Run 1, local utilization:
8 x 8 tiles, from white (low) to dark blue (high), 0 to 100% covered.
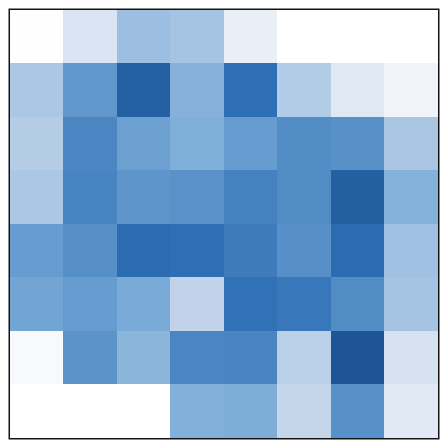
Run 1, register map, names as in the netlist:
Other sequential cells in the stronger grey, the rest of the logic in the fainter grey.
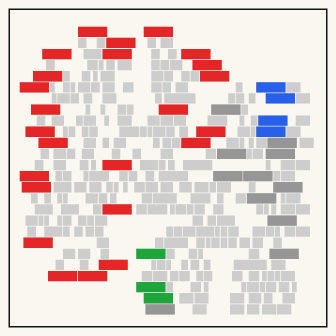
Run 1, met1 routing:
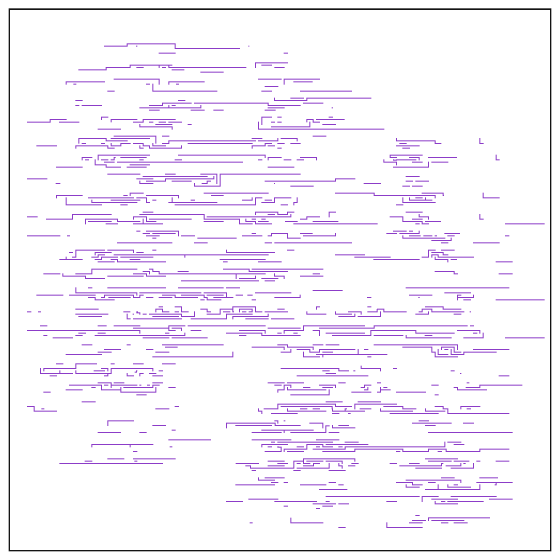
### src/rtl/keypad_scan_ctrl.sv
// keypad_scan_ctrl: 4x4 keypad column scanner with press/release debounce and one event per key press.
// Ports:
//   clk        - system clock
//   reset      - synchronous, active-high reset
//   synchrows  - synchronized row inputs, 1 = pressed
//   synch_done - row synchronizer has settled on the current column
//   WE_synch   - synchronizer enable; held low after each column change to clear it
//   cols       - one-hot column drive
//   key_valid  - one-cycle pulse per accepted key event
//   key_code   - {row_idx, col_idx} of the last accepted key
//   key_held   - high from accepted press until release is debounced
// Build option: define KEYPAD_REPEAT_EN to re-pulse key_valid every REPEAT_CYCLES while held.
module keypad_scan_ctrl #(
    parameter int SETTLE_CYCLES   = 2,
    parameter int DEBOUNCE_CYCLES = 200000,
    parameter int REPEAT_CYCLES   = 6000000,
    parameter int CNT_W           = 24
) (
    input  logic       clk,
    input  logic       reset,
    input  logic [3:0] synchrows,
    input  logic       synch_done,
    output logic       WE_synch,
    output logic [3:0] cols,
    output logic       key_valid,
    output logic [3:0] key_code,
    output logic       key_held
);
    typedef enum logic [2:0] {SETTLE, SCAN, DEBOUNCE, PRESSED, RELEASE} state_t;
    // The sample that detects a key counts as the first stable sample, so the
    // debounce states finish one count early to total DEBOUNCE_CYCLES samples.
    localparam logic [CNT_W-1:0] SETTLE_LAST = CNT_W'(SETTLE_CYCLES - 1);
    localparam logic [CNT_W-1:0] DEB_LAST    = CNT_W'(DEBOUNCE_CYCLES - 2);
`ifdef KEYPAD_REPEAT_EN
    localparam logic [CNT_W-1:0] REP_LAST    = CNT_W'(REPEAT_CYCLES - 1);
`endif
    state_t           state, state_n;
    logic [1:0]       col_idx, col_n, row_idx, row_n;
    logic [CNT_W-1:0] cnt, cnt_n, cnt_inc;
    logic             kv_n, held_n, one_hot, row_bit;
    logic [3:0]       row_oh;
    logic [1:0]       row_enc;
    assign cnt_inc = (cnt == '1) ? cnt : cnt + 1'b1;
    assign row_oh  = 4'b0001 << row_idx;
    assign row_bit = synchrows[row_idx];
    // True for zero as well; the all-zero case is handled before it is used.
    assign one_hot = (synchrows & (synchrows - 4'd1)) == 4'd0;
    assign row_enc = synchrows[3] ? 2'd3 : synchrows[2] ? 2'd2 : synchrows[1] ? 2'd1 : 2'd0;
    always_comb begin
        state_n = state;
        col_n   = col_idx;
        row_n   = row_idx;
        cnt_n   = cnt;
        kv_n    = 1'b0;
        held_n  = key_held;
        case (state)
            SETTLE: begin
                cnt_n = cnt_inc;
                if (cnt >= SETTLE_LAST) begin
                    cnt_n   = '0;
                    state_n = SCAN;
                end
            end
            SCAN: begin
                if (synch_done) begin
                    if (synchrows == 4'd0 || !one_hot) begin
                        col_n   = col_idx + 2'd1;
                        state_n = SETTLE;
                    end else begin
                        row_n   = row_enc;
                        cnt_n   = '0;
                        state_n = DEBOUNCE;
                    end
                end
            end
            DEBOUNCE: begin
                if (synchrows != row_oh) begin
                    col_n   = col_idx + 2'd1;
                    cnt_n   = '0;
                    state_n = SETTLE;
                end else if (cnt >= DEB_LAST) begin
                    kv_n    = 1'b1;
                    held_n  = 1'b1;
                    cnt_n   = '0;
                    state_n = PRESSED;
                end else begin
                    cnt_n = cnt_inc;
                end
            end
            PRESSED: begin
                if (!row_bit) begin
                    cnt_n   = '0;
                    state_n = RELEASE;
                end
`ifdef KEYPAD_REPEAT_EN
                else if (cnt >= REP_LAST) begin
                    kv_n  = 1'b1;
                    cnt_n = '0;
                end else begin
                    cnt_n = cnt_inc;
                end
`endif
            end
            RELEASE: begin
                if (row_bit) begin
                    cnt_n   = '0;
                    state_n = PRESSED;
                end else if (cnt >= DEB_LAST) begin
                    held_n  = 1'b0;
                    col_n   = col_idx + 2'd1;
                    cnt_n   = '0;
                    state_n = SETTLE;
                end else begin
                    cnt_n = cnt_inc;
                end
            end
            default: begin
                cnt_n   = '0;
                state_n = SETTLE;
            end
        endcase
    end
    always_ff @(posedge clk) begin
        if (reset) begin
            state     <= SETTLE;
            col_idx   <= 2'd0;
            row_idx   <= 2'd0;
            cnt       <= '0;
            cols      <= 4'b0001;
            WE_synch  <= 1'b0;
            key_valid <= 1'b0;
            key_code  <= 4'd0;
            key_held  <= 1'b0;
        end else begin
            state     <= state_n;
            col_idx   <= col_n;
            row_idx   <= row_n;
            cnt       <= cnt_n;
            cols      <= 4'b0001 << col_n;
            WE_synch  <= state_n != SETTLE;
            key_valid <= kv_n;
            key_code  <= kv_n ? {row_n, col_n} : key_code;
            key_held  <= held_n;
        end
    end
endmodule
### config.mk
export PLATFORM = sky130hd
export DESIGN_NAME = keypad_scan_ctrl
export DESIGN_NICKNAME = d
export VERILOG_FILES = /design/src/rtl/keypad_scan_ctrl.sv
export SDC_FILE = /design/constraint.sdc
export NUM_CORES = 1
export LEC_CHECK = 0
export CORE_MARGIN = 2
export CORE_UTILIZATION = 43
export CTS_BUF_LIST = sky130_fd_sc_hd__clkbuf_8 sky130_fd_sc_hd__clkbuf_16
export CTS_CLUSTER_SIZE = 30
export DETAILED_ROUTE_END_ITERATION = 16
export PLACE_DENSITY = 0.63
export REMOVE_ABC_BUFFERS = 1
export SKIP_CTS_REPAIR_TIMING = 1
export SLEW_MARGIN = 20
export SYNTH_ARGS = -nofsm -noshare
export SYNTH_HDL_FRONTEND = slang
export SYNTH_SLANG_ARGS = --single-unit
### constraint.sdc
create_clock -name clk -period 2.6 [get_ports clk]
set_input_delay 0.39 -clock clk [delete_from_list [all_inputs] [get_ports clk]]
set_output_delay 0.39 -clock clk [all_outputs]
set_load 0.03 [all_outputs]
==> reports/results.txt, run 1 <==
status -> complete, no violations
CP max stage delay -> 0.41 ns
Clock Tree Root -> clkbuf_8
crit path cell chain -> inv_1 > ha_1 > nor4b_1 > nand2_1 > o41ai_1 > a21oi_1 > or3_1 > a311o_1
TritonCTS clock tree -> done
fp_density -> 0.451
global-route wire length before repair -> 8450 um
chip area -> 6000 um2
drt total wl -> 4720 um
non-filler instance count after layout -> 363
number of DRC markers in iteration 0 -> 61
met3 routed WL -> 135 um
Worst setup SP type -> flop
synthesized area per cell -> 8.88 um2
largest net degree at the start of global routing -> 25
row cnt -> 26
setup ws final -> 0.241 ns
DR top layer -> met4
Clock transition at path regs -> 0.08 ns
Inverters -> 10
hold_sp -> key_code[3]
Critical Path RT -> 2.79 ns
Main area contributors -> dfxtp_1 36%, xor2_1 6.0%, nor2_2 5.4%
NumNets Final -> 303
# Cells Yosys -> 261
reg2reg start -> cnt[1]
Core ar. -> 5140 um2
pwr dens -> 616 nW/um2
mux share -> 0.0270
n_diodes -> 0
YS chip area -> 2320 um2
initial antenna violation count -> 0
Pins Over Slew Limit -> 0
die width -> 77.4 um
vias in the first global route -> 1876
CP max stage cell -> dfxtp_1
RD Place Congestion -> 0.891
clock tree cell share of total cell area -> 0.0342
Adder Area Share -> 0.0216
Fin Clk Skew -> 0.00529 ns
Final period util -> 0.907
Clock Power Share -> 0.254
largest registers -> cnt (24), cols (4), key_code (4)
CP Launch Point -> cnt[1]
#FFs+latches synth -> 42
critical path depth in cells -> 8
max reg flops -> 24
flop count -> 42
area of the multi-input gates -> 1390 um2
Max-Cap Viols -> 0
Leak -> 1.01 nW
Top class by area -> multi-input combinational cells
Tap Cells -> 70
total combinational power -> 0.540 mW
# setup viols final -> 0
worst-margin pin slew -> 0.490 ns
most frequent cells after synthesis -> 42 x dfxtp_1, 20 x nor2_2, 17 x nor2_1
Post-DP Area -> 2650 um2
crit path to -> WE_synch
OpenROAD warning count -> 28
routed vias/inst -> 5.45
## Picture notes: 'local utilization'
emptiest ninth of the die: north-east
nearly empty tiles: 11%
fullest tile: 85%
mean over tiles: 44%

## Picture notes: 'register map, names as in the netlist'
legend:
  cnt:
    colour: red
    sequential_cells: 24
  state:
    colour: green
    sequential_cells: 3
  cols:
    colour: blue
    sequential_cells: 4
P_seq: 0.723 mW
register share of the cell area: 0.306
Reg area: 841 um2

## Picture notes: 'met1 routing'
nets with wire on the layer: 279
main direction: horizontal
share of all routed wire: 49%
longest straight run: 22.1 um
wire length on this layer: 2330 um

Run 1, metal 2:
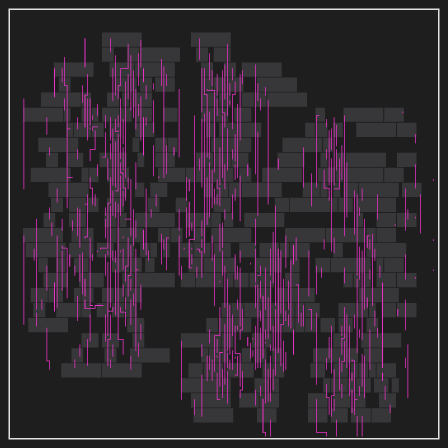

==> inputs of run 2 (changes only) <==
Settings changed: CELL_PAD_IN_SITES_DETAIL_PLACEMENT from default to 1, CELL_PAD_IN_SITES_GLOBAL_PLACEMENT from default to 2, CORE_MARGIN 2 to default, CORE_UTILIZATION 43 to 36, CTS_CLUSTER_DIAMETER from default to 30, PLACE_DENSITY 0.63 to 0.8.
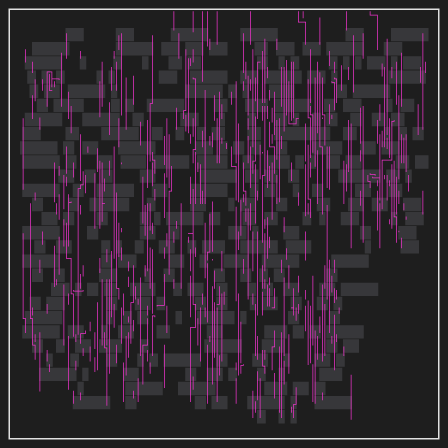
Run 2: metal 2
wire length on this layer: 2730 um
longest straight run: 28.0 um
main direction: vertical
via count: 2015
drt total wl: 5880 um
met2 usage: 0.313

==> reports/results.txt, run 2 <==
status -> complete, no violations
CP top delay family -> simple AND/OR/NAND/NOR gates
Tap Cells -> 75
Leak -> 1.03 nW
CP Launch Point -> synchrows[1]
vias in the first global route -> 2038
area of the multi-input gates -> 1400 um2
global-route wire length before repair -> 9830 um
n_diodes -> 0
mux share -> 0.0270
clock tree cell share of total cell area -> 0.0403
non-filler instance count after layout -> 368
# setup viols final -> 0
reg2reg start -> cnt[1]
YS chip area -> 2320 um2
Pins Over Slew Limit -> 0
Fin Clk Skew -> 0.00739 ns
Clock transition at path regs -> 0.09 ns
P_seq -> 0.727 mW
number of DRC markers in iteration 0 -> 119
chip area -> 6770 um2
Clock Power Share -> 0.293
DR top layer -> met4
fp_density -> 0.383
Top class by area -> multi-input combinational cells
Adder Area Share -> 0.0216
DR pass1 iterations -> 4
most frequent cells after synthesis -> 42 x dfxtp_1, 20 x nor2_2, 17 x nor2_1
row cnt -> 28
total combinational power -> 0.572 mW
met3 routed WL -> 126 um
Synth Instances -> 261
NumNets Final -> 303
setup ws final -> 0.221 ns
# Cells Yosys -> 261
clk buf depth -> 2
NetSw -> 0.625 mW
synthesized area per cell -> 8.88 um2
largest registers -> cnt (24), cols (4), key_code (4)
Worst setup SP type -> input pin
CP max stage delay -> 0.49 ns
Max-Cap Viols -> 0
Inverters -> 10
Commonest Layout Cell -> dfxtp_1
max reg flops -> 24
largest net degree at the start of global routing -> 25
Final period util -> 0.915
hold_sp -> key_code[3]
ys flop type -> dfxtp_1
CP max stage cell -> clkdlybuf4s50_1
OpenROAD warning count -> 28
worst-margin pin slew -> 0.513 ns
Core ar. -> 6060 um2
pwr dens -> 657 nW/um2
Clock Tree Root -> clkbuf_8
crit path cell chain -> clkdlybuf4s50_1 > buf_4 > and3b_1 > o211ai_1 > and2_1 > nor4_2 > or3_1 > a311o_1
critical path depth in cells -> 8
TritonCTS clock tree -> done
DRT met1 WL -> 2930 um
share of the synthesized area in the top cell type -> 0.363
register share of the cell area -> 0.301
#FFs+latches synth -> 42
Critical Path AT -> 2.58 ns
Die Height -> 82.3 um
Post-DP Area -> 2670 um2
Reg area -> 841 um2
Critical Path RT -> 2.80 ns
initial antenna violation count -> 0
flop count -> 42
No activity file was given, so power comes from the tool's default toggle rates.
